File: config.mk
export PLATFORM = sky130hd
export DESIGN_NAME = br_local_arbiter
export DESIGN_NICKNAME = d
export VERILOG_FILES = /design/src/rtl/BrLitePkg.sv /design/src/rtl/br_rr_picker.sv /design/src/rtl/br_local_arbiter.sv
export SDC_FILE = /design/constraint.sdc
export NUM_CORES = 1
export LEC_CHECK = 0
export CORE_MARGIN = 4
export CORE_UTILIZATION = 42
export DETAILED_ROUTE_END_ITERATION = 8
export PLACE_DENSITY = 0.95
export SLEW_MARGIN = 20
export SYNTH_ARGS = -nofsm -noshare
export SYNTH_HDL_FRONTEND = slang
export SYNTH_SLANG_ARGS = --single-unit
File: constraint.sdc
create_clock -name clk_i -period 4.8 [get_ports clk_i]
set_input_delay 0.72 -clock clk_i [delete_from_list [all_inputs] [get_ports clk_i]]
set_output_delay 0.72 -clock clk_i [all_outputs]
set_load 0.03 [all_outputs]
File: src/rtl/BrLitePkg.sv
// Shared BrLite types: router flit word and the local-port arbiter state encoding.
package BrLitePkg;

    typedef logic [31:0] br_data_t;

    typedef enum logic [1:0] {
        ARB_IDLE = 2'd0,
        ARB_SEND = 2'd1,
        ARB_DONE = 2'd2,
        ARB_GAP  = 2'd3
    } br_arb_state_t;

    // Gap counter width; a zero gap still keeps a 1-bit counter.
    function automatic int br_cnt_width(input int gap);
        return (gap > 0) ? $clog2(gap + 1) : 1;
    endfunction

endpackage

File: src/rtl/br_rr_picker.sv
// Combinational round-robin priority encoder: search upward from last+1 (mod N),
// return the first active request as one-hot and as an index.
module br_rr_picker #(
    parameter int N  = 3,
    parameter int IW = $clog2(N)
) (
    input  logic [N-1:0]  req,
    input  logic [IW-1:0] last,
    output logic [N-1:0]  gnt,
    output logic [IW-1:0] idx,
    output logic          vld
);

    logic          found;
    logic [IW-1:0] cand;
    int            cand_i;

    always_comb begin
        gnt    = '0;
        idx    = '0;
        found  = 1'b0;
        cand   = '0;
        cand_i = 0;
        for (int i = 1; i <= N; i++) begin
            cand_i = (int'(last) + i) % N;
            cand   = IW'(cand_i);
            if (!found && req[cand]) begin
                found     = 1'b1;
                gnt[cand] = 1'b1;
                idx       = cand;
            end
        end
    end

    assign vld = |req;

endmodule

File: src/rtl/br_local_arbiter.sv
// Shares the router local injection port among N_REQ requesters: round-robin grant,
// registered flit, router req/ack handshake, then an optional idle gap.
module br_local_arbiter
    import BrLitePkg::*;
#(
    parameter int N_REQ      = 3,
    parameter int GAP_CYCLES = 0
) (
    input  logic                  clk_i,
    input  logic                  rst_i,
    input  logic                  en_i,
    input  logic [N_REQ-1:0]      req_i,
    input  br_data_t [N_REQ-1:0]  flit_i,
    output logic [N_REQ-1:0]      ack_o,
    output logic [N_REQ-1:0]      grant_o,
    input  logic                  busy_i,
    output br_data_t              flit_o,
    output logic                  req_o,
    input  logic                  ack_i,
    output logic                  busy_o
);

    localparam int IW = $clog2(N_REQ);
    localparam int CW = br_cnt_width(GAP_CYCLES);
    localparam logic [CW-1:0] GAP_LOAD = CW'((GAP_CYCLES > 0) ? GAP_CYCLES - 1 : 0);

    br_arb_state_t    state_q, state_d;
    logic [N_REQ-1:0] grant_q;
    logic [N_REQ-1:0] pick_gnt;
    logic [IW-1:0]    pick_idx;
    logic [IW-1:0]    last_q;
    logic             pick_vld;
    logic [CW-1:0]    cnt_q;
    br_data_t         flit_q;
    logic             take;

    br_rr_picker #(.N(N_REQ), .IW(IW)) u_picker (
        .req  (req_i),
        .last (last_q),
        .gnt  (pick_gnt),
        .idx  (pick_idx),
        .vld  (pick_vld)
    );

    assign take = (state_q == ARB_IDLE) && en_i && !busy_i && pick_vld;

    always_ff @(posedge clk_i or posedge rst_i) begin
        if (rst_i) state_q <= ARB_IDLE;
        else       state_q <= state_d;
    end

    always_comb begin
        state_d = state_q;
        case (state_q)
            ARB_IDLE: if (take)  state_d = ARB_SEND;
            ARB_SEND: if (ack_i) state_d = ARB_DONE;
            ARB_DONE: state_d = (GAP_CYCLES == 0) ? ARB_IDLE : ARB_GAP;
            ARB_GAP:  if (cnt_q == '0) state_d = ARB_IDLE;
            default:  state_d = ARB_IDLE;
        endcase
    end

    // The flit is captured at grant so requester-side changes during SEND never reach the router.
    always_ff @(posedge clk_i or posedge rst_i) begin
        if (rst_i) begin
            flit_q  <= '0;
            grant_q <= '0;
            last_q  <= IW'(N_REQ - 1);
            cnt_q   <= '0;
        end else begin
            if (take) begin
                flit_q  <= flit_i[pick_idx];
                grant_q <= pick_gnt;
                last_q  <= pick_idx;
            end
            if (state_q == ARB_DONE) begin
                grant_q <= '0;
                cnt_q   <= GAP_LOAD;
            end else if (state_q == ARB_GAP && cnt_q != '0) begin
                cnt_q <= cnt_q - 1'b1;
            end
        end
    end

    assign flit_o  = flit_q;
    assign req_o   = (state_q == ARB_SEND);
    assign ack_o   = (state_q == ARB_DONE) ? grant_q : '0;
    assign grant_o = grant_q;
    assign busy_o  = (state_q != ARB_IDLE);

endmodule

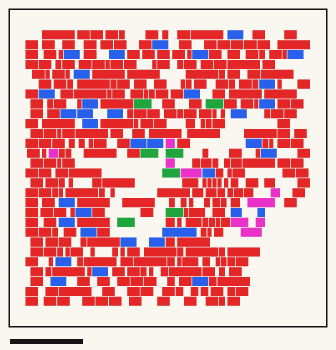
sizes.png
Scale bar: 20 um.
Key: _6 and larger = green [cells 7]; _2 cells = blue [cells 35]; _0 and _1 cells = red [cells 344]; _3 and _4 cells = magenta [cells 9]

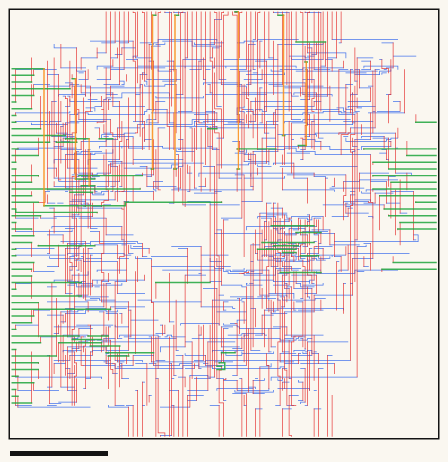
wires.png
Scale bar: 20 um.
Key: metal 1 = blue [wire length 3110 um]; metal 2 = red [wire length 4360 um]; metal 3 = green [wire length 646 um]; metal 4 = orange [wire length 194 um]

==> qor.txt <==
clk slew on worst S/H paths -> 0.08 ns
Setup TNS Final -> 0 ns
Seq area share -> 24.1%
# Taps -> 75
Post-DP Area -> 0.00406 mm2
top logic cell by instance count in the layout -> clkdlybuf4s50_1
Startpoint Class -> primary input
met2 capacity usage during global routing -> 38.1%
Num CTS Buffers -> 5
worst setup path endpoint -> flit_o[5]
bufs w/o clock -> 148
Post-CTS Setup Inserts -> 0
Finished Layout Cells -> 470
NonClk Buf Share -> 35.3%
net count reported at finish -> 503
top comb family, area -> AND-OR/OR-AND gates
crit path from -> req_i[2]
setup slack after layout -> 1.65 ns
Worst Reg-to-Reg Cells -> 9
Core Util at FP -> 43.8%
Synth Warn # -> 0
I/O Buffers -> 143
Chip Width -> 87.1 um
adder share -> 1.91%
power density over the cells -> 626 mW/mm2
Post-synth EDFFs -> 0
WL met2 -> 4360 um
Worst R2R Setup Slack -> 1.91 ns
Synth Instances -> 262
GRT Residual Overflow -> 0
yosys cell count -> 262
WL met1 -> 3110 um
post-synthesis average cell area -> 10.0 um2
pin count of the biggest net entering global routing -> 42
worst stage delay on the critical path -> 0.69 ns
OpenROAD warning count -> 29
RSZ-0062 raised after global routing -> no
FFs w/ async S/R, synth -> 100%
Critical R2R Launch -> last_q[0]
DRC -> 0
PostCTS Resize Cnt -> 0
aoi share -> 21.6%
status -> complete, no violations
worst-path fanout max -> 17
CTS tree -> yes
vias in the first global route -> 2749
met1 Use GR -> 26.1%
number of pins with negative max-slew slack in the final report -> 0
H-Tree Level Count -> 2
most frequent cells in the layout -> clkdlybuf4s50_1, nand3_1, dfrtp_1, nand2_1, mux2i_1
Slowest cell on crit path -> clkdlybuf4s50_1
post-synthesis sequential area ratio -> 38.2%
Synth flops -> 40
Req. time, crit path -> 4.94 ns
starting DRC count in detailed routing -> 134
Register Area -> 0.00100 mm2
Sw Ratio -> 47.1%
Hold Crit Start -> flit_o[19]
Clock Power Share -> 9.4%
FP Rows -> 28
critical path class -> primary input to flip-flop
combinational logic power -> 1.78 mW
final hold slack -> 0.490 ns
crit end category -> flip-flop
GPL Wtd Cong -> 0.885
Antenna Nets Post-Route -> 0
share of cells above drive strength 1 -> 12.9%
Util after Layout -> 69.4%
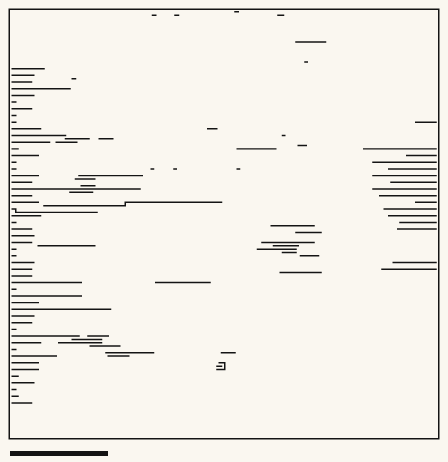
layer_met3.png
Scale bar: 20 um.
The longest straight run is 26.0 um. The wires run mostly horizontal. The layer holds 7.8% of the routed length. 95 nets have wire on it.
global routing usage on met3: 5.49%
detailed-route via count: 2595
Post-Route WL: 8310 um

No activity file was given, so power comes from the tool's default toggle rates.
